===== src/rtl/beta_alu_pkg.sv =====
// Shared definitions for the Beta ALU scheduler: function codes, FSM states
// and the execute-length helper used when an operation is issued.
package beta_alu_pkg;

   localparam logic [3:0] ALU_FN_ADD   = 4'b0000;
   localparam logic [3:0] ALU_FN_SUB   = 4'b0001;
   localparam logic [3:0] ALU_FN_MUL   = 4'b0010;
   localparam logic [3:0] ALU_FN_AND   = 4'b1000;
   localparam logic [3:0] ALU_FN_XOR   = 4'b1010;
   localparam logic [3:0] ALU_FN_CMPEQ = 4'b0100;
   localparam logic [3:0] ALU_FN_CMPLT = 4'b0101;
   localparam logic [3:0] ALU_FN_CMPLE = 4'b0110;
   localparam logic [3:0] ALU_FN_SHL   = 4'b1100;
   localparam logic [3:0] ALU_FN_SHR   = 4'b1101;
   localparam logic [3:0] ALU_FN_SRA   = 4'b1110;

   typedef enum logic [1:0] {
      IDLE = 2'd0,
      EXEC = 2'd1,
      RESP = 2'd2
   } state_t;

   // Only the multiplier needs the long hold; every other code, including
   // unused ones, runs for the short execute length.
   function automatic int exec_cycles(input logic [3:0] fn, input int alu_n, input int mul_n);
      return (fn == ALU_FN_MUL) ? mul_n : alu_n;
   endfunction

endpackage


===== src/rtl/rr_arbiter2.sv =====
// Two-way round-robin arbiter. The requester that did not win last time gets
// priority when both request; a lone requester always wins. Grant is purely
// combinational so it can drive a ready signal in the same cycle.
module rr_arbiter2 (
   input  logic [1:0] req,
   input  logic       last_grant,
   input  logic       en,
   output logic [1:0] grant
);

   // Grant one-hot (or zero when disabled or idle)
   always_comb begin
      grant[0] = en & req[0] & (~req[1] | last_grant);
      grant[1] = en & req[1] & (~req[0] | ~last_grant);
   end

endmodule


===== src/rtl/beta_alu_sched.sv =====
// Shares one external Beta ALU between two requesters. A winning request is
// latched onto registered ALU inputs, held for ALU_CYCLES or MUL_CYCLES so the
// combinational multiplier can settle, then the ALU result is captured and
// returned to the owning requester with a valid/ready handshake.
// ALU_CYCLES and MUL_CYCLES must both be at least 1.
module beta_alu_sched
   import beta_alu_pkg::*;
#(
   parameter int ALU_CYCLES = 1,
   parameter int MUL_CYCLES = 4
) (
   input  logic        clk,
   input  logic        rst,
   input  logic [1:0]  req_valid,
   output logic [1:0]  req_ready,
   input  logic [3:0]  req0_fn,
   input  logic [31:0] req0_a,
   input  logic [31:0] req0_b,
   input  logic [3:0]  req1_fn,
   input  logic [31:0] req1_a,
   input  logic [31:0] req1_b,
   output logic [1:0]  resp_valid,
   input  logic [1:0]  resp_ready,
   output logic [31:0] resp_data,
   output logic [3:0]  alu_fn,
   output logic [31:0] alu_a,
   output logic [31:0] alu_b,
   input  logic [31:0] alu_result,
   output logic        busy
);

   localparam int MAX_CYCLES = (MUL_CYCLES > ALU_CYCLES) ? MUL_CYCLES : ALU_CYCLES;
   localparam int CNT_W      = $clog2(MAX_CYCLES + 1);

   state_t           state_reg, state_next;
   logic [CNT_W-1:0] cnt_reg, cnt_next;
   logic             owner_reg, owner_next;
   logic             last_grant_reg, last_grant_next;
   logic [3:0]       alu_fn_reg, alu_fn_next;
   logic [31:0]      alu_a_reg, alu_a_next;
   logic [31:0]      alu_b_reg, alu_b_next;
   logic [31:0]      resp_data_reg, resp_data_next;
   logic [1:0]       resp_valid_reg, resp_valid_next;

   logic [1:0]       grant;
   logic [1:0]       hs;
   logic             arb_en;
   logic             sel;
   logic [3:0]       req_fn [2];
   logic [31:0]      req_a  [2];
   logic [31:0]      req_b  [2];

   // Requester ports gathered into arrays so the issue path is a plain index
   assign req_fn[0] = req0_fn;
   assign req_a[0]  = req0_a;
   assign req_b[0]  = req0_b;
   assign req_fn[1] = req1_fn;
   assign req_a[1]  = req1_a;
   assign req_b[1]  = req1_b;

   // Arbitration only happens while idle, so ready stays low in EXEC/RESP
   assign arb_en = (state_reg == IDLE);

   rr_arbiter2 u_arb (
      .req        (req_valid),
      .last_grant (last_grant_reg),
      .en         (arb_en),
      .grant      (grant)
   );

   generate
      for (genvar gi = 0; gi < 2; gi++) begin : g_hs
         assign hs[gi] = req_valid[gi] & grant[gi];
      end
   endgenerate

   // Grant is one-hot, so requester 1 handshaking identifies the winner
   assign sel = hs[1];

   assign req_ready  = grant;
   assign resp_valid = resp_valid_reg;
   assign resp_data  = resp_data_reg;
   assign alu_fn     = alu_fn_reg;
   assign alu_a      = alu_a_reg;
   assign alu_b      = alu_b_reg;
   assign busy       = (state_reg != IDLE);

   // Next-state logic: issue on handshake, count down, capture, hand back
   always_comb begin
      state_next      = state_reg;
      cnt_next        = cnt_reg;
      owner_next      = owner_reg;
      last_grant_next = last_grant_reg;
      alu_fn_next     = alu_fn_reg;
      alu_a_next      = alu_a_reg;
      alu_b_next      = alu_b_reg;
      resp_data_next  = resp_data_reg;
      resp_valid_next = resp_valid_reg;
      case (state_reg)
         IDLE: begin
            if (|hs) begin
               alu_fn_next     = req_fn[sel];
               alu_a_next      = req_a[sel];
               alu_b_next      = req_b[sel];
               owner_next      = sel;
               last_grant_next = sel;
               cnt_next        = CNT_W'(exec_cycles(req_fn[sel], ALU_CYCLES, MUL_CYCLES));
               state_next      = EXEC;
            end
         end
         EXEC: begin
            cnt_next = cnt_reg - CNT_W'(1);
            if (cnt_reg == CNT_W'(1)) begin
               resp_data_next  = alu_result;
               resp_valid_next = owner_reg ? 2'b10 : 2'b01;
               state_next      = RESP;
            end
         end
         RESP: begin
            // Only the owner's ready can retire the response
            if (resp_ready[owner_reg]) begin
               resp_valid_next = 2'b00;
               state_next      = IDLE;
            end
         end
         default: begin
            state_next = IDLE;
         end
      endcase
   end

   // State registers; reset drops any in-flight operation silently
   always_ff @(posedge clk or posedge rst) begin
      if (rst) begin
         state_reg      <= IDLE;
         cnt_reg        <= '0;
         owner_reg      <= 1'b0;
         last_grant_reg <= 1'b1;
         alu_fn_reg     <= '0;
         alu_a_reg      <= '0;
         alu_b_reg      <= '0;
         resp_data_reg  <= '0;
         resp_valid_reg <= '0;
      end else begin
         state_reg      <= state_next;
         cnt_reg        <= cnt_next;
         owner_reg      <= owner_next;
         last_grant_reg <= last_grant_next;
         alu_fn_reg     <= alu_fn_next;
         alu_a_reg      <= alu_a_next;
         alu_b_reg      <= alu_b_next;
         resp_data_reg  <= resp_data_next;
         resp_valid_reg <= resp_valid_next;
      end
   end

endmodule


===== config.mk =====
export PLATFORM = sky130hd
export DESIGN_NAME = beta_alu_sched
export DESIGN_NICKNAME = d
export VERILOG_FILES = /design/src/rtl/beta_alu_pkg.sv /design/src/rtl/rr_arbiter2.sv /design/src/rtl/beta_alu_sched.sv
export SDC_FILE = /design/constraint.sdc
export NUM_CORES = 1
export LEC_CHECK = 0
export ABC_CLOCK_PERIOD_IN_PS = 4800
export CORE_UTILIZATION = 35
export DETAILED_ROUTE_END_ITERATION = 8
export PLACE_DENSITY = 0.84
export SLEW_MARGIN = 20
export SYNTH_ARGS = -nofsm -noshare
export SYNTH_HDL_FRONTEND = slang
export SYNTH_SLANG_ARGS = --single-unit
export TNS_END_PERCENT = 20

===== constraint.sdc =====
create_clock -name clk -period 4.8 [get_ports clk]
set_clock_uncertainty 0.05 [all_clocks]
set_input_delay 1.44 -clock clk [delete_from_list [all_inputs] [get_ports clk]]
set_output_delay 1.44 -clock clk [all_outputs]
set_load 0.01 [all_outputs]

### Signal wires on met3

The bar under the picture is 20 um long.
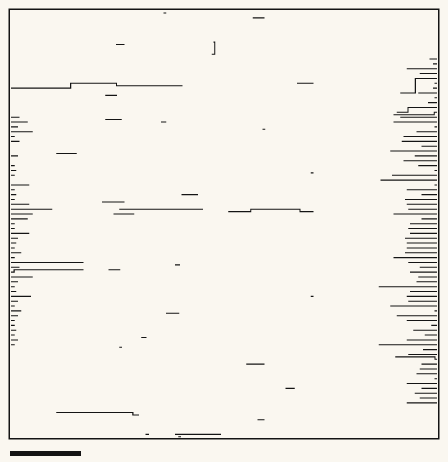
nets with wire on the layer: 131
wire length on this layer: 838 um

### Drive-strength map

The bar under the picture is 20 um long.
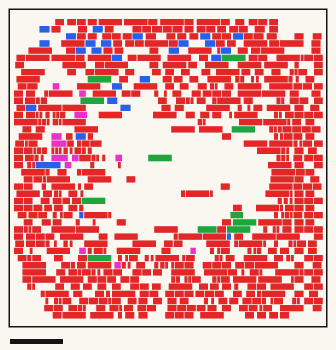
[drive 2] blue | cells: 26 | share: 3.7%
[drive 3 to 4] magenta | cells: 12 | share: 1.7%
[drive 1 or less] red | cells: 649 | share: 93%
[drive 6 and up] green | cells: 11 | share: 1.6%

==> GITHUB_STEP_SUMMARY <==
## Implementation flow summary

| Metric | Value |
|---|---|
| Fp util | `36.3%` |
| Critical path cell sequence | `clkdlybuf4s50_1, nand2_1, nand3_4, inv_1, clkdlybuf4s50_1` |
| Max_cap viols | `0` |
| H-tree levels | `3` |
| Post-cts gate resize count | `0` |
| Yosys chip area | `approximately 0.005 mm2` |
| Critical path endpoint | `req_ready[1]` |
| # DRC | `0` |
| Gr busiest metal | `met2` |
| Row cnt | `approximately 42` |
| Status | `completed` |
| Mean Syn Cell Area | `between 10 and 15 um2` |
| First-pass GRT wire length | `21900 um` |
| Initial antenna violation count | `0` |
| Post-Syn Area | `between 0.004 and 0.005 mm2` |
| Met1 GRT Util | `around 23%` |
| Buffers and inverters on the worst path | `3` |
| Wire per inst | `between 15 and 20 um` |
| Seq share, synth | `55.8%` |
| Overall Global Routing Usage | `between 10% and 20%` |
| Syn Inst Count | `between 400 and 500` |
| Top cells by count, synth | `dfrtp_1 (108), nand2_1 (78), o21ai_0 (73), mux2i_1 (70), mux2_2 (22)` |
| Top cell area share | `55.3%` |
| Hold Buf Count CTS | `0` |
| Most common reg cell | `dfrtp_1` |
| Largest area contributor in the netlist | `dfrtp_1` |
| 1st-iter DRT viols | `152` |
| Netlist cell types | `30` |
| Cell Pwr Density | `roughly 570 mW/mm2` |
| Final Max Slew Viols | `0` |
| Post-CTS setup repair buffer count | `0` |
| Final setup viols | `0` |
| Grt ovf | `0` |
| Worst Path Arrival | `roughly 2.9 ns` |
| Flops after synth | `approximately 110` |
| Drt first pass iters | `4` |
| Die Ht | `roughly 120 um` |
| Synth warn | `0` |
| Post-layout min period | `4.39 ns` |
| Kind of critical path | `primary input to output port` |
### Placed standard cells

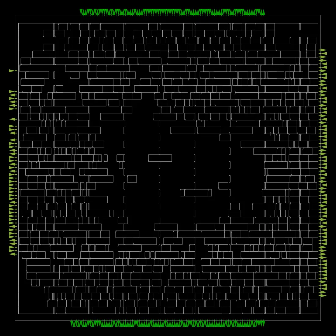
Fillers: 1138
n_taps: 176
sequential cell area share: 34.0%
Core ar.: 0.0135 mm2
fin cells: 874

power by group:
part | switching, mW | internal (mW)
combinational | 1.00 | 1.28
clock | 0.327 | 0.362
sequential | 0.256 | 1.38
layout make-up:
cell class | count | area, um2 | share of cell area (%)
Clock buffer | 11 | 243 | 3.02
Clock inverter | 4 | 25.0 | 0.311
Inverter | 6 | 25.0 | 0.311
Multi-Input combinational cell | 284 | 1960 | 24.3
Sequential cell | 109 | 2730 | 34.0
Tap cell | 176 | 220 | 2.74
Timing Repair Buffer | 284 | 2840 | 35.3
placed cells by master, fill, tap and decap left out, types with 3 or more instances in the layout:
cell / count
a21oi_1: 6
buf_4: 5
dfrtp_1: 108
inv_1: 5
clkbuf_16: 9
nor2_1: 4
mux2_1: 10
nand2_1: 78
o21ai_0: 72
mux2i_1: 70
mux2_2: 22
nand3_1: 3
clkdlybuf4s50_1: 278
worst reg2reg max path, cell delays in order (launching register included):
cell     delay (ns)
dfrtp_1        0.54
nor2_4         0.12
nand3_4        0.10
buf_4          0.48
buf_4          0.64
mux2i_1        0.35
o21ai_0        0.11
kinds of logic after synthesis:
kind of cell | after synthesis | synth area share (%)
AND-OR/OR-AND | 85 | 9.08
AND/OR/NAND/NOR | 95 | 8.32
multiplexers | 102 | 21.7
flip-flops | 109 | 55.8
buffers and inverters | 33 | 4.58
adder cells (fa/ha/maj) | 2 | 0.512
stage by stage:
stage / utilization [%] / cell area [um2] / setup WS [ns]
final: 59.7 / 8040 / 0.414
after CTS: 59.7 / 8040 / 0.408
after detailed placement: 57.8 / 7770 / 0.408
after global placement: 57.8 / 7770 / 0.420
after floorplan: - / 4890 / 0.438
after global routing: 59.7 / 8040 / 0.330
Power is estimated from default activity; no workload was simulated.
